**src/rtl/adc_sched.sv**
```systemverilog
// adc_sched: periodic ADC conversion scheduler with conversion timeout, power-of-two
// window averaging and window min/max; one averaged result per completed window.
module adc_sched #(
   parameter int PERIOD   = 50000,
   parameter int AVG_LOG2 = 3,
   parameter int TIMEOUT  = 1024
) (
   input  logic       clk,
   input  logic       rst,
   input  logic       enable,
   input  logic       clr_err,
   output logic       conv_start,
   input  logic       conv_done,
   input  logic [7:0] conv_data,
   output logic [7:0] avg_data,
   output logic       avg_valid,
   output logic [7:0] peak_max,
   output logic [7:0] peak_min,
   output logic       timeout_err,
   output logic       overrun_err
);
   // state        | meaning
   // S_IDLE       | disabled; window accumulator/count/min/max held cleared
   // S_WAIT_TICK  | waiting for the next period tick
   // S_START      | conv_start high for this cycle
   // S_CONVERT    | waiting for conv_done or timeout
   // S_OUTPUT     | avg_valid high; window cleared for the next one

   localparam logic [2:0] S_IDLE      = 3'd0;
   localparam logic [2:0] S_WAIT_TICK = 3'd1;
   localparam logic [2:0] S_START     = 3'd2;
   localparam logic [2:0] S_CONVERT   = 3'd3;
   localparam logic [2:0] S_OUTPUT    = 3'd4;

   localparam int PW = (PERIOD  > 1) ? $clog2(PERIOD)  : 1;
   localparam int TW = (TIMEOUT > 1) ? $clog2(TIMEOUT) : 1;
   localparam int AW = 8 + AVG_LOG2;
   localparam int CW = AVG_LOG2 + 1;

   localparam logic [PW-1:0] P_LAST = PW'(PERIOD - 1);
   localparam logic [TW-1:0] T_LAST = TW'(TIMEOUT - 1);
   localparam logic [CW-1:0] WIN    = CW'(1) << AVG_LOG2;

   logic [2:0]    state;
   logic [PW-1:0] pcnt;
   logic [TW-1:0] tcnt;
   logic [CW-1:0] cnt;
   logic [AW-1:0] acc;
   logic [7:0]    wmin;
   logic [7:0]    wmax;
   logic          tick;
   logic [AW-1:0] acc_nxt;
   logic [7:0]    min_nxt;
   logic [7:0]    max_nxt;
   logic [2:0]    resume;

   assign tick    = enable && (pcnt == P_LAST);
   assign acc_nxt = acc + AW'(conv_data);
   assign min_nxt = (conv_data < wmin) ? conv_data : wmin;
   assign max_nxt = (conv_data > wmax) ? conv_data : wmax;
   assign resume  = enable ? S_WAIT_TICK : S_IDLE;

   always_ff @(posedge clk) begin
      if (rst || !enable) begin
         pcnt <= '0;
      end else if (pcnt == P_LAST) begin
         pcnt <= '0;
      end else begin
         pcnt <= pcnt + 1'b1;
      end
   end

   always_ff @(posedge clk) begin
      if (rst) begin
         state       <= S_IDLE;
         tcnt        <= '0;
         cnt         <= '0;
         acc         <= '0;
         wmin        <= 8'hFF;
         wmax        <= 8'h00;
         conv_start  <= 1'b0;
         avg_valid   <= 1'b0;
         avg_data    <= 8'h00;
         peak_max    <= 8'h00;
         peak_min    <= 8'h00;
         timeout_err <= 1'b0;
         overrun_err <= 1'b0;
      end else begin
         conv_start <= 1'b0;
         avg_valid  <= 1'b0;
         // clear first so a same-cycle flag event below wins
         if (clr_err) begin
            timeout_err <= 1'b0;
            overrun_err <= 1'b0;
         end
         case (state)
            S_IDLE: begin
               acc  <= '0;
               cnt  <= '0;
               wmin <= 8'hFF;
               wmax <= 8'h00;
               if (enable) state <= S_WAIT_TICK;
            end
            S_WAIT_TICK: begin
               tcnt <= '0;
               if (!enable) begin
                  state <= S_IDLE;
               end else if (tick) begin
                  state      <= S_START;
                  conv_start <= 1'b1;
               end
            end
            S_START: begin
               tcnt  <= tcnt + 1'b1;
               state <= S_CONVERT;
            end
            S_CONVERT: begin
               tcnt <= tcnt + 1'b1;
               if (tick) overrun_err <= 1'b1;
               if (conv_done) begin
                  acc  <= acc_nxt;
                  wmin <= min_nxt;
                  wmax <= max_nxt;
                  cnt  <= cnt + 1'b1;
                  // last sample: results are registered now so they appear with OUTPUT
                  if (cnt + 1'b1 == WIN) begin
                     avg_valid <= 1'b1;
                     avg_data  <= acc_nxt[AVG_LOG2 +: 8];
                     peak_max  <= max_nxt;
                     peak_min  <= min_nxt;
                     state     <= S_OUTPUT;
                  end else begin
                     state <= resume;
                  end
               end else if (tcnt == T_LAST) begin
                  timeout_err <= 1'b1;
                  state       <= resume;
               end
            end
            S_OUTPUT: begin
               acc   <= '0;
               cnt   <= '0;
               wmin  <= 8'hFF;
               wmax  <= 8'h00;
               state <= resume;
            end
            default: state <= S_IDLE;
         endcase
      end
   end
endmodule
```
**config.mk**
```make
export PLATFORM = sky130hd
export DESIGN_NAME = adc_sched
export DESIGN_NICKNAME = d
export VERILOG_FILES = /design/src/rtl/adc_sched.sv
export SDC_FILE = /design/constraint.sdc
export NUM_CORES = 1
export LEC_CHECK = 0
export CORE_ASPECT_RATIO = 0.7
export CORE_MARGIN = 3
export CORE_UTILIZATION = 60
export CTS_CLUSTER_DIAMETER = 150
export DETAILED_ROUTE_END_ITERATION = 10
export GPL_TIMING_DRIVEN = 0
export PLACE_DENSITY = 0.87
export SLEW_MARGIN = 30
export SYNTH_ARGS = -nofsm -noshare
export SYNTH_HDL_FRONTEND = slang
export SYNTH_SLANG_ARGS = --single-unit
```
**constraint.sdc**
```tcl
create_clock -name clk -period 5.2 [get_ports clk]
set_input_delay 1.04 -clock clk [delete_from_list [all_inputs] [get_ports clk]]
set_output_delay 1.04 -clock clk [all_outputs]
set_load 0.03 [all_outputs]
```
Figure 1. Layout detail.
Window x 3 to 53, y 29 to 79 um. Cells in grey, sequential cells in the stronger grey; small squares are vias.
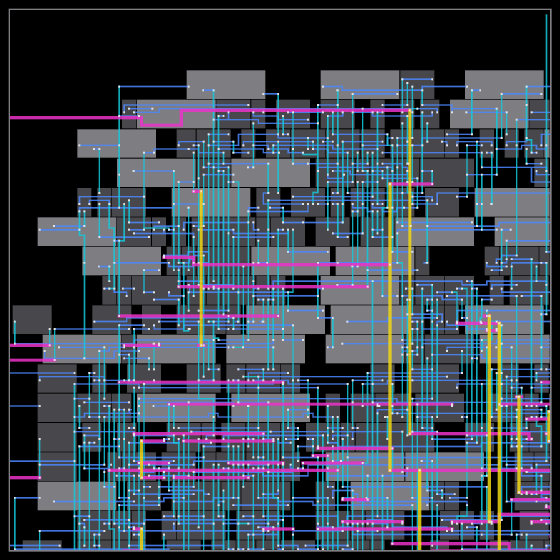
- met2: cyan
- met1: blue
- met3: magenta
- met4: yellow
- netlist names of flops here include: pcnt (16), acc (4), peak_max (4)
- sequential cells in the window: 31
- cells with their middle in the window: 176
- most frequent: dfxtp_1 (31), nor2_1 (28), nand2_1 (9)

Figure 2. Clock routing.
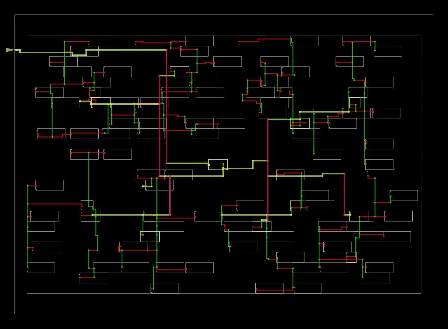
Max Clock Skew: 0.007772 ns
CTS Buf Count: 9
Flops: 88
# clock sinks: 88
clock buffers: 9

Figure 3. Register map, names as in the netlist.
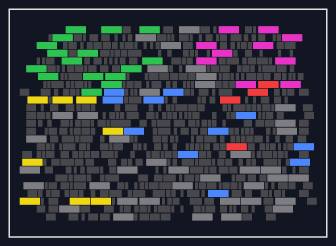
- tcnt: magenta (flops 10; where north-east)
- cnt: red (flops 4)
- pcnt: green (flops 16; where north-west)
- peak_max: yellow (flops 8)
- acc: blue (flops 11)

==> reports/qor.csv <==
stage,metric,value,unit
floorplan,coreArea,7069,sq um
grt,grt_pass1_vias,4134,
clock_network,cts-resized-gates,0,
synthesis,yosys.stat.chipArea,4568,sq um
timing,slew_headroom,41.80,%
timing,fin_tns_setup,0,ns
floorplan,num_io_pins,41,
critical_path,critPathArrivalTime,3.70,ns
synthesis,fp_nets,580,
critical_path,required,5.49,ns
clock_network,cts_tree,built,
synthesis,synth.distinct_cells,57,
pwr,p_per_area,239.1,nW/um^2
clock_network,worst_skew_pair.late_latency,0.38,ns
synthesis,yosys_cells,540,
synthesis,synth_area,4568,sq um
grt,grt_antenna_before_repair,0,
detailed_routing,drc,0,
clock_network,clk_path_buf_depth,2,
synthesis,syn_inst,540,
critical_path,start_kind,input port,
timing,hold_viol,0,
timing,finalCriticalPeriod,3.407,ns
detailed_routing,ant_nets,0,
critical_path,endpoint_kind,flip-flop,
layout,final_area,5266,sq um
timing,post-route-period-util,65.53,%
timing,holdWs,0.4659,ns
timing,worstMarginPinSlew,0.8698,ns
outcome,outcome,"finished, final reports clean",
timing,grt_setup_unrepaired,no,
worst_hold_path,hold_path.class,flip-flop to flip-flop,
grt,grt_pass1_wl,19750,um
flow_run,maxCapViolCount,0,
clock_network,clk_pin_slew,0.09,ns
pwr,vdd.ir_drop.worst,0.0002147,V
grt,grt_overflow_total,0,
critical_path,crit_type,input port to flip-flop,
synthesis,synth_area_per_cell,8.460,sq um
synthesis,edf_count,0,
detailed_routing,wirelength,12100,um
layout,diodes,0,
critical_path,crit_fanout,10,
layout,drive_above_1_share,5.705,%
synthesis,ff_type,dfxtp_1,
clock_network,cts_max_level,3,
floorplan,die_y,79.01,um
pwr,p_total,1.259,mW
timing,max_freq,293.5,MHz
floorplan,chipArea,8713,sq um
timing,setup_viol,0,
place,placed_cell_area,5086,sq um
clock_network,clockRootBuffer,clkbuf_8,
detailed_routing,wl_per_cell,17.54,um
flow_run,warnings,26,
grt,grt_max_degree,17,
layout,finalNetCount,631,
synthesis,seq_area_frac_synth,38.56,%
detailed_routing,vias,4355,
place,dpl.cell_count,674,
floorplan,fp-utilization,64.62,%
floorplan,die_w,110.3,um
synthesis,synth_warnings,0,
place,portBuffers,40,
place,place_congestion,0.9230,
layout,final_cells,690,
pwr,cellLeakagePower,1.982,nW
clock_network,hold_buffers,0,
detailed_routing,via_per_inst,6.312,
synthesis,synth_flops,88,
clock_network,post-cts-setup-buffers,0,
synthesis,async_reset_ff_share,0,%
floorplan,rows,25,
layout,syn_to_final_growth,15.28,%
detailed_routing,first_pass_iters,4,
place,hpwlAfterDp,8534,um
detailed_routing,drt_iter0_markers,353,
grt,grt_use_total,29.06,%
timing,slew_violations,0,
Figure 4. Power grid.
Pins as bars on the die edge.
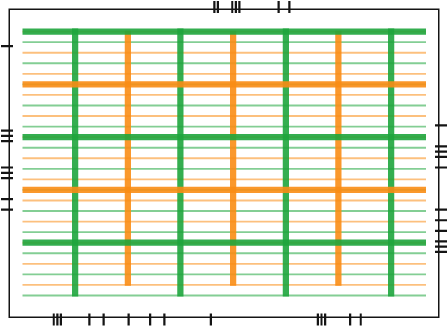
- VSS: green
- VDD: orange
- met1 rails: 26
- met5 straps: 5

Figure 5. Gate families picked out.
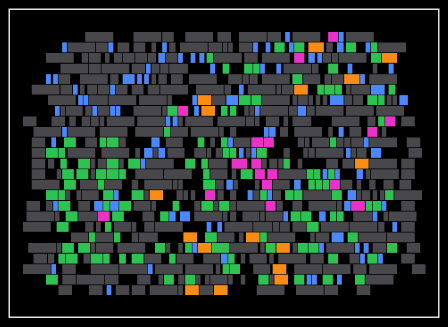
- NOR gates: blue (cells 98; where widely spread)
- AND-OR and OR-AND gates: magenta (cells 17)
- multiplexers: orange (cells 16)
- inverting AOI/OAI gates: green (cells 118)

## per-stage QoR
step | setup slack [ns] | util [%]
2_1_floorplan | 2.555 | -
4_1_cts | 1.839 | 74.50
3_3_place_gp | 1.493 | 71.95
5_1_grt | 1.634 | 74.50
6_report | 1.793 | 74.50
3_5_place_dp | 1.456 | 71.95
## cells in the final DEF (no fill, tap or decap), types with 17 or more instances in the layout
master           count
a21oi_1             25
clkdlybuf4s50_1     40
nor2_1              72
o21ai_0             23
ha_1                26
inv_1               24
nand2_1             40
nand3_1             31
dfxtp_1             88
clkbuf_1            17
## flip-flops by register name, indices dropped and copies added (netlist names)
signal and count:
peak_min 8, acc 11, timeout_err 1, peak_max 8, tcnt 10, cnt 4
avg_data 8, wmax 8, wmin 8, avg_valid 1, state 3, pcnt 16
conv_start 1, overrun_err 1
## layer usage
metal | GRT usage, % | vias up | share of wire [%]
met3 | 7.961 | 35 | 8.1
met4 | 11.93 | 0 | 2.1
met5 | 0 | - | 0
li1 | - | 2068 | -
met2 | 42.98 | 190 | 43
met1 | 39.96 | 2062 | 46
## critical path, cell delays in order
cell and delay (ns):
clkdlybuf4s50_1 0.59, ha_1 0.40, nor2b_1 0.14, o211ai_1 0.12, a211oi_1 0.56, clkbuf_1 0.43, o21ai_0 0.15, a311oi_1 0.27
## cells in the mapped netlist, types with 8 or more instances
library cell | instances | share of area (%)
ha_1 | 26 | 7.1
mux2i_1 | 13 | 2.8
nand2_1 | 40 | 3.3
dfxtp_1 | 88 | 39
xnor2_1 | 12 | 2.3
nand3_1 | 31 | 3.4
inv_1 | 24 | 2.0
a21o_1 | 9 | 1.5
o21ai_0 | 23 | 2.5
nor2_1 | 72 | 5.9
xor2_1 | 8 | 1.5
a311oi_1 | 9 | 1.7
and3_1 | 8 | 1.1
o211ai_1 | 10 | 1.6
a21oi_1 | 25 | 2.7
clkbuf_1 | 17 | 1.4
nor3_1 | 12 | 1.3
a211oi_1 | 14 | 2.3
## final cells by class
type | count | area, sq um
buffer | 28 | 122.6
multi-input combinational | 400 | 2594
timing repair buffer | 40 | 400.4
clock buffer | 9 | 123.9
fill | 551 | 1803
sequential | 88 | 1762
inverter | 24 | 90.09
tap | 94 | 117.6
clock inverter | 7 | 56.30
## power by group
part	internal (mW)	switching, mW	leakage, nW
Sequential	0.679	0.00348	0.710
Combinational	0.0400	0.0927	1.19
Clock	0.177	0.267	0.0785
Total	0.896	0.363	1.98
## kinds of logic after synthesis
kind of cell,count (synthesis),share of synthesized area [%]
simple gates,202,21.36
buf+inv,52,4.656
xor+xnor,20,3.835
compound gates,135,20.43
flops,88,38.56
mux,16,3.588
fa+ha+maj,27,7.560
## final timing paths
check	from	end	slack (ns)	depth (start not counted)
setup / recovery	conv_data[1]	peak_max[5]	1.79	8
hold / removal	pcnt[0]	pcnt[0]	0.47	1
setup reg to reg	wmax[1]	peak_max[5]	2.74	8
hold reg to reg	pcnt[0]	pcnt[0]	0.47	1
No activity file was given, so power comes from the tool's default toggle rates.
